**src/rtl/rc4_breaker_pkg.sv**
```systemverilog
// -----------------------------------------------------------------------------
// rc4_breaker_pkg
//   Shared types and constants for the RC4 brute-force key path.
//   - disp_state_e     : key_dispatcher state encoding
//   - KEY_WIDTH_DEFAULT: default width of a candidate key
//   - CNT_WIDTH_*      : supported widths of the LFSR key counter
//   - cnt_width_legal(): true for a supported counter width
//   - idx_width()      : index width for a vector of n entries (min 1)
// -----------------------------------------------------------------------------
package rc4_breaker_pkg;

   typedef enum logic [2:0] {
      IDLE      = 3'd0,
      FETCH     = 3'd1,
      ASSIGN    = 3'd2,
      DRAIN     = 3'd3,
      FOUND     = 3'd4,
      EXHAUSTED = 3'd5
   } disp_state_e;

   localparam int KEY_WIDTH_DEFAULT = 24;

   localparam int CNT_WIDTH_SMALL = 4;
   localparam int CNT_WIDTH_MID   = 22;
   localparam int CNT_WIDTH_FULL  = 24;

   function automatic logic cnt_width_legal(input int w);
      return (w == CNT_WIDTH_SMALL) || (w == CNT_WIDTH_MID) || (w == CNT_WIDTH_FULL);
   endfunction

   function automatic int idx_width(input int n);
      return (n > 1) ? $clog2(n) : 1;
   endfunction

endpackage

```
**src/rtl/dispatcher_free_select.sv**
```systemverilog
// -----------------------------------------------------------------------------
// dispatcher_free_select
//   Two independent lowest-index priority encoders used by key_dispatcher.
//   Purely combinational.
//   Ports:
//     busy       in  NUM_CORES : core busy flags; a 0 bit marks a free core
//     hit        in  NUM_CORES : cores reporting a successful key this cycle
//     free_idx   out IDX_W     : lowest-indexed free core
//     free_valid out 1         : at least one core is free
//     hit_idx    out IDX_W     : lowest-indexed successful core
//     hit_valid  out 1         : at least one core succeeded
// -----------------------------------------------------------------------------
module dispatcher_free_select
   import rc4_breaker_pkg::*;
#(
   parameter int NUM_CORES = 4,
   parameter int IDX_W     = idx_width(NUM_CORES)
) (
   input  logic [NUM_CORES-1:0] busy,
   input  logic [NUM_CORES-1:0] hit,
   output logic [IDX_W-1:0]     free_idx,
   output logic                 free_valid,
   output logic [IDX_W-1:0]     hit_idx,
   output logic                 hit_valid
);

   // NOTE: every output of an always_comb gets a default before any branch;
   // a path that leaves a variable unassigned would infer a latch.
   always_comb begin
      free_idx   = '0;
      free_valid = 1'b0;
      // Scanning downward lets the lowest free index be the last one written.
      for (int i = NUM_CORES - 1; i >= 0; i--) begin
         if (!busy[i]) begin
            free_idx   = IDX_W'(i);
            free_valid = 1'b1;
         end
      end
   end

   always_comb begin
      hit_idx   = '0;
      hit_valid = 1'b0;
      for (int i = NUM_CORES - 1; i >= 0; i--) begin
         if (hit[i]) begin
            hit_idx   = IDX_W'(i);
            hit_valid = 1'b1;
         end
      end
   end

endmodule

```
**src/rtl/key_dispatcher.sv**
```systemverilog
// -----------------------------------------------------------------------------
// key_dispatcher
//   Pulls candidate keys from the LFSR key counter, zero-extends them and hands
//   each one to the lowest-indexed idle RC4 decrypt core. Collects per-core
//   results and reports the first successful key or exhaustion of the space.
//
//   Optional feature macro: KEY_DISPATCH_STATS_EN
//     defined     -> keys_tried counts core_start pulses, saturating
//     not defined -> keys_tried is tied to 0
//
//   Ports:
//     clk              in  1          : clock
//     reset            in  1          : asynchronous, active-high
//     start            in  1          : dispatching runs while high
//     counter          in  CNT_WIDTH  : candidate value from the counter
//     available        in  1          : counter value valid and unread
//     counter_finished in  1          : key space exhausted
//     counter_read     out 1          : one-cycle read pulse to the counter
//     core_key         out KEY_WIDTH  : key broadcast to all cores
//     core_start       out NUM_CORES  : one-hot start pulse
//     core_done        in  NUM_CORES  : per-core completion pulse
//     core_success     in  NUM_CORES  : qualified by core_done
//     core_stop        out 1          : cores abandon work
//     found            out 1          : sticky, a key succeeded
//     found_key        out KEY_WIDTH  : the successful key
//     exhausted        out 1          : sticky, no key succeeded
//     keys_tried       out 32         : keys dispatched
// -----------------------------------------------------------------------------
module key_dispatcher
   import rc4_breaker_pkg::*;
#(
   parameter int CNT_WIDTH = CNT_WIDTH_FULL,
   parameter int KEY_WIDTH = KEY_WIDTH_DEFAULT,
   parameter int NUM_CORES = 4
) (
   input  logic                 clk,
   input  logic                 reset,
   input  logic                 start,
   input  logic [CNT_WIDTH-1:0] counter,
   input  logic                 available,
   input  logic                 counter_finished,
   output logic                 counter_read,
   output logic [KEY_WIDTH-1:0] core_key,
   output logic [NUM_CORES-1:0] core_start,
   input  logic [NUM_CORES-1:0] core_done,
   input  logic [NUM_CORES-1:0] core_success,
   output logic                 core_stop,
   output logic                 found,
   output logic [KEY_WIDTH-1:0] found_key,
   output logic                 exhausted,
   output logic [31:0]          keys_tried
);

   localparam int IDX_W = idx_width(NUM_CORES);

   disp_state_e          state_q, state_d;
   logic [NUM_CORES-1:0] busy_q, busy_d;
   logic [KEY_WIDTH-1:0] key_q, key_d;
   logic [KEY_WIDTH-1:0] key_table_q [NUM_CORES];
   logic [KEY_WIDTH-1:0] key_table_d [NUM_CORES];
   logic                 found_q, found_d;
   logic [KEY_WIDTH-1:0] found_key_q, found_key_d;
   logic                 exhausted_q, exhausted_d;

   logic [NUM_CORES-1:0] hit_vec;
   logic [NUM_CORES-1:0] start_vec;
   logic [IDX_W-1:0]     free_idx, hit_idx;
   logic                 free_valid, hit_valid;
   logic                 collect;

   // Only cores that were actually handed a key can report one; this keeps a
   // result still in flight across a reset from being accepted afterwards.
   assign hit_vec = core_done & core_success & busy_q;

   // Results are gathered in every non-terminal state, including IDLE, so a
   // run paused by dropping start still reports work already handed out.
   assign collect = (state_q == IDLE) || (state_q == FETCH) ||
                    (state_q == ASSIGN) || (state_q == DRAIN);

   dispatcher_free_select #(
      .NUM_CORES (NUM_CORES),
      .IDX_W     (IDX_W)
   ) u_free_select (
      .busy       (busy_q),
      .hit        (hit_vec),
      .free_idx   (free_idx),
      .free_valid (free_valid),
      .hit_idx    (hit_idx),
      .hit_valid  (hit_valid)
   );

   always_comb begin
      state_d      = state_q;
      // A core_done in this cycle frees the core only from the next cycle,
      // because selection below uses the registered busy_q.
      busy_d       = busy_q & ~core_done;
      key_d        = key_q;
      key_table_d  = key_table_q;
      found_d      = found_q;
      found_key_d  = found_key_q;
      exhausted_d  = exhausted_q;
      counter_read = 1'b0;
      start_vec    = '0;

      if (collect && hit_valid) begin
         // Success pre-empts everything: no read, no start, pending key dropped.
         state_d     = FOUND;
         found_d     = 1'b1;
         found_key_d = key_table_q[hit_idx];
      end else begin
         unique case (state_q)
            IDLE: begin
               if (start) state_d = FETCH;
            end
            FETCH: begin
               if (!start) begin
                  state_d = IDLE;
               end else if (counter_finished) begin
                  state_d = DRAIN;
               end else if (available && free_valid) begin
                  counter_read           = 1'b1;
                  key_d                  = '0;
                  key_d[CNT_WIDTH-1:0]   = counter;
                  state_d                = ASSIGN;
               end
            end
            ASSIGN: begin
               // A core free in FETCH stays free here, so free_valid holds.
               if (free_valid) begin
                  start_vec[free_idx]   = 1'b1;
                  busy_d[free_idx]      = 1'b1;
                  key_table_d[free_idx] = key_q;
               end
               state_d = FETCH;
            end
            DRAIN: begin
               if (busy_q == '0) begin
                  state_d     = EXHAUSTED;
                  exhausted_d = 1'b1;
               end
            end
            FOUND, EXHAUSTED: begin
               state_d = state_q;
            end
            default: begin
               state_d = IDLE;
            end
         endcase
      end
   end

   // NOTE: sequential state uses non-blocking assignments only, so every flop
   // samples the values from before the edge regardless of statement order.
   always_ff @(posedge clk or posedge reset) begin
      if (reset) begin
         state_q     <= IDLE;
         busy_q      <= '0;
         key_q       <= '0;
         found_q     <= 1'b0;
         found_key_q <= '0;
         exhausted_q <= 1'b0;
         // NOTE: the key table is small and read straight into found_key, so it
         // is reset to keep a stale key from ever being reported.
         for (int i = 0; i < NUM_CORES; i++) begin
            key_table_q[i] <= '0;
         end
      end else begin
         state_q     <= state_d;
         busy_q      <= busy_d;
         key_q       <= key_d;
         found_q     <= found_d;
         found_key_q <= found_key_d;
         exhausted_q <= exhausted_d;
         key_table_q <= key_table_d;
      end
   end

   assign core_start = start_vec;
   assign core_key   = key_q;
   assign core_stop  = (state_q == FOUND) || (state_q == EXHAUSTED);
   assign found      = found_q;
   assign found_key  = found_key_q;
   assign exhausted  = exhausted_q;

`ifdef KEY_DISPATCH_STATS_EN
   logic [31:0] keys_tried_q, keys_tried_d;

   always_comb begin
      keys_tried_d = keys_tried_q;
      if ((|start_vec) && (keys_tried_q != 32'hFFFF_FFFF)) begin
         keys_tried_d = keys_tried_q + 32'd1;
      end
   end

   always_ff @(posedge clk or posedge reset) begin
      if (reset) begin
         keys_tried_q <= '0;
      end else begin
         keys_tried_q <= keys_tried_d;
      end
   end

   assign keys_tried = keys_tried_q;
`else
   assign keys_tried = 32'd0;
`endif

endmodule
```
**config.mk**
```make
export PLATFORM = sky130hd
export DESIGN_NAME = key_dispatcher
export DESIGN_NICKNAME = d
export VERILOG_FILES = /design/src/rtl/rc4_breaker_pkg.sv /design/src/rtl/dispatcher_free_select.sv /design/src/rtl/key_dispatcher.sv
export SDC_FILE = /design/constraint.sdc
export NUM_CORES = 1
export LEC_CHECK = 0
export ABC_AREA = 1
export CAP_MARGIN = 20
export CORE_UTILIZATION = 25
export DETAILED_ROUTE_END_ITERATION = 7
export GPL_TIMING_DRIVEN = 0
export SYNTH_ARGS = -nofsm -noshare
export SYNTH_HDL_FRONTEND = slang
export SYNTH_HIERARCHICAL = 1
export SYNTH_SLANG_ARGS = --single-unit
```
**constraint.sdc**
```tcl
create_clock -name clk -period 5.51 [get_ports clk]
set_input_delay 0.8265 -clock clk [delete_from_list [all_inputs] [get_ports clk]]
set_output_delay 0.8265 -clock clk [all_outputs]
set_load 0.01 [all_outputs]
```
==> results.py <==
# Generated from Yosys and OpenROAD reports
metrics = {
    "run": {
        "drv_cap": 0,
        "tool_warnings": 26,
    },
    "critical_path": {
        "crit_path_end_kind": "primary output",
        "critPathKind": "input port to primary output",
        "timing.critical_path.from": "core_done[0]",
        "regToRegEndpoint": "found_key[23]$_DFFE_PP0P_",
        "worstSetupStartpointType": "input port",
    },
    "power_and_ir_drop": {
        "power_frac_seq": 0.455,
        "power_frac_clock": 0.478,
        "fin_total_pwr_mw": 2.559,
        "power.switching_fraction": 0.2110,
        "max_rail_drop_vdd_mv": 0.2377,
    },
    "global_routing": {
        "grt_remaining_overflow": 0,
        "grt_max_degree": 92,
        "grt_pass1_vias": 5569,
    },
    "clock_network": {
        "tritoncts_num_sinks": 153,
        "clock_tree.buffer_depth": 2,
        "post_cts_buffers": 0,
        "cts_root_buf": "sky130_fd_sc_hd__clkbuf_16",
        "cts.reportedPaths.clkPinSlew_ns": 0.05,
    },
    "synth": {
        "yosysWarningCount": 6,
        "avgSynthCellArea_um2": 8.641,
        "area_leaders": "sky130_fd_sc_hd__dfrtp_1, sky130_fd_sc_hd__nand2_1, sky130_fd_sc_hd__nor2_1",
        "ys_ff": 153,
        "netlist.top_cell.by_area": "sky130_fd_sc_hd__dfrtp_1",
        "yosys.stat.seqShare": 0.5463,
        "synth_largest_type_area_fraction": 0.5463,
    },
    "drt": {
        "route.vias.total": 5700,
        "drc": 0,
    },
    "floorplan": {
        "std_cell_rows": 60,
        "design.die.area_mm2": 0.02870,
        "fp_util": 0.2572,
        "core_area_mm2": 0.02725,
    },
    "place": {
        "placedCellCount": 1307,
    },
    "sta": {
        "worst-slew-pin-transition_ns": 0.7058,
        "fin_worst_hold_slack_ns": 0.4751,
        "fin_worst_skew_ns": 0.006365,
        "finalCriticalPeriod_ns": 4.152,
        "maxClockFrequency_mhz": 240.8,
        "post-route-period-util": 0.7535,
    },
    "worst_hold_path": {
        "timing.hold.worst_path_depth": 2,
        "hold_path.class": "flip-flop to flip-flop",
        "worstHoldStart": "key_table_q[56]$_DFFE_PP0P_",
    },
    "final_layout": {
        "design_area_mm2": 0.009155,
        "n_fill_cell": 2879,
        "final_core_utilization": 0.3360,
        "nets": 991,
    },
    "run_status": {
        "outcome": "finished, final reports clean",
    },
}
[per-layer routing]
layer / share of wire / global-route usage / vias to the layer above
li1: - / - / 2824
met5: 0 / 0 / -
met3: 0.043 / 0.02146 / 22
met2: 0.47 / 0.2303 / 159
met4: 0.016 / 0.04700 / 0
met1: 0.47 / 0.1915 / 2695
[kinds of logic after synthesis]
kind of cell,after synthesis,synth area share
AND-OR/OR-AND,178,0.1441
buffers and inverters,129,0.1077
flip-flops,153,0.5463
other,1,0.0005351
AND/OR/NAND/NOR,350,0.2014
[cell usage after synthesis, types with 2 or more instances]
| master | count |
|---|---|
| sky130_fd_sc_hd__nand2_1 | 183 |
| sky130_fd_sc_hd__nor2_1 | 136 |
| sky130_fd_sc_hd__nor3_1 | 2 |
| sky130_fd_sc_hd__inv_1 | 50 |
| sky130_fd_sc_hd__inv_2 | 2 |
| sky130_fd_sc_hd__clkbuf_1 | 9 |
| sky130_fd_sc_hd__buf_6 | 16 |
| sky130_fd_sc_hd__nand4_1 | 2 |
| sky130_fd_sc_hd__buf_4 | 32 |
| sky130_fd_sc_hd__nand3_1 | 9 |
| sky130_fd_sc_hd__o21ai_1 | 56 |
| sky130_fd_sc_hd__o21ai_2 | 19 |
| sky130_fd_sc_hd__dfrtp_1 | 153 |
| sky130_fd_sc_hd__nand2_2 | 12 |
| sky130_fd_sc_hd__buf_1 | 4 |
| sky130_fd_sc_hd__buf_2 | 12 |
| sky130_fd_sc_hd__o21ai_0 | 74 |
| sky130_fd_sc_hd__clkbuf_2 | 2 |
| sky130_fd_sc_hd__a21oi_1 | 2 |
| sky130_fd_sc_hd__a31oi_1 | 24 |
[registers in the layout (all words and copies together), names as in the netlist]
| name | count |
|---|---|
| busy_q | 4 |
| core_key | 24 |
| found_key | 24 |
| key_table_q | 96 |
| exhausted | 1 |
| found | 1 |
| state_q | 3 |
[critical path, stage by stage]
cell,delay [ns]
sky130_fd_sc_hd__clkdlybuf4s50_1,0.48
sky130_fd_sc_hd__nand2_1,0.07
sky130_fd_sc_hd__nor2_1,0.22
sky130_fd_sc_hd__nor2_1,0.08
sky130_fd_sc_hd__nand2_1,0.19
sky130_fd_sc_hd__inv_2,0.11
sky130_fd_sc_hd__nor2_4,0.18
sky130_fd_sc_hd__inv_1,0.08
sky130_fd_sc_hd__nand3_1,0.21
sky130_fd_sc_hd__clkbuf_2,0.30
sky130_fd_sc_hd__inv_1,0.08
sky130_fd_sc_hd__clkdlybuf4s50_1,0.49
[power groups by stage]
stage	registers, mW	logic (mW)	clock network (mW)
detailed placement	1.19	0.175	0
global route	1.17	0.189	1.29
floorplan	1.19	0.0659	0
global placement	1.19	0.172	0
CTS	1.17	0.175	1.24
finish	1.17	0.172	1.22
[final cells by class]
type,count,area share
Tap cell,372,0.05084
Multi-Input combinational cell,560,0.2776
Buffer,76,0.06054
Clock buffer,23,0.05111
Inverter,53,0.02241
Sequential cell,153,0.4182
Clock inverter,8,0.01572
Timing Repair Buffer,93,0.1036
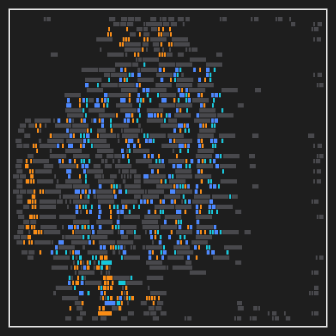
Figure 1: logic cells by family.
Key: NAND gates = orange [cells 208]; NOR gates = cyan [cells 141]; inverting AOI/OAI gates = blue [cells 178]

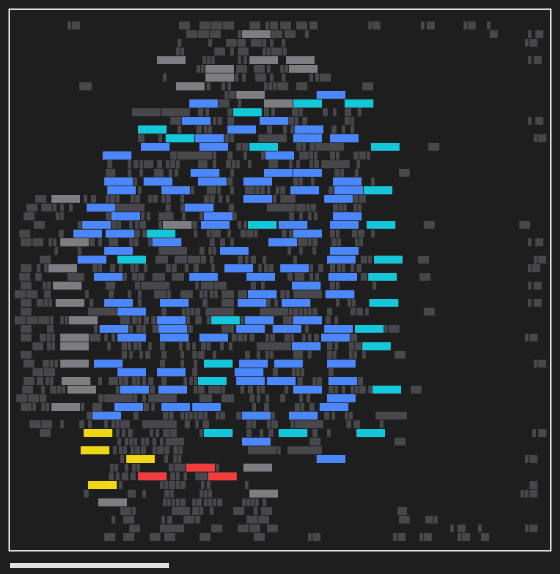
Figure 2: where the registers sit.
Scale bar: 50 um.
Key: `busy_q` = yellow [sequential cells 4, where bottom left]; `state_q` = red [sequential cells 3]; `found_key` = cyan [sequential cells 24]; `key_table_q` = blue [sequential cells 96]
Another 26 sequential cells are not coloured.

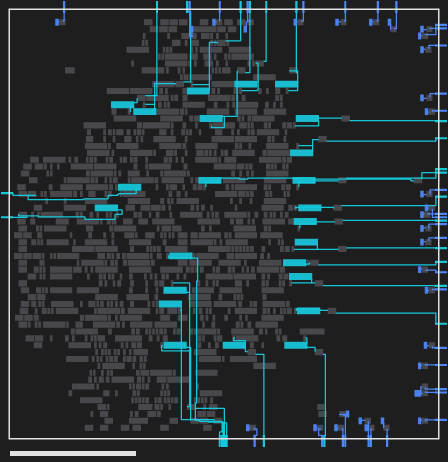
Figure 3: nets reached from selected ports.
Scale bar: 50 um.
Key: `keys_tried` = blue [bits 32, direction output, edge 17 right, 8 top, 7 bottom, end cells 32, wire 191 um]; `found_key` = cyan [bits 24, direction output, edge 10 right, 6 bottom, 6 top, 2 left, end cells 24, wire 1380 um]
Top Ports: 125
count of input and output buffers: 92

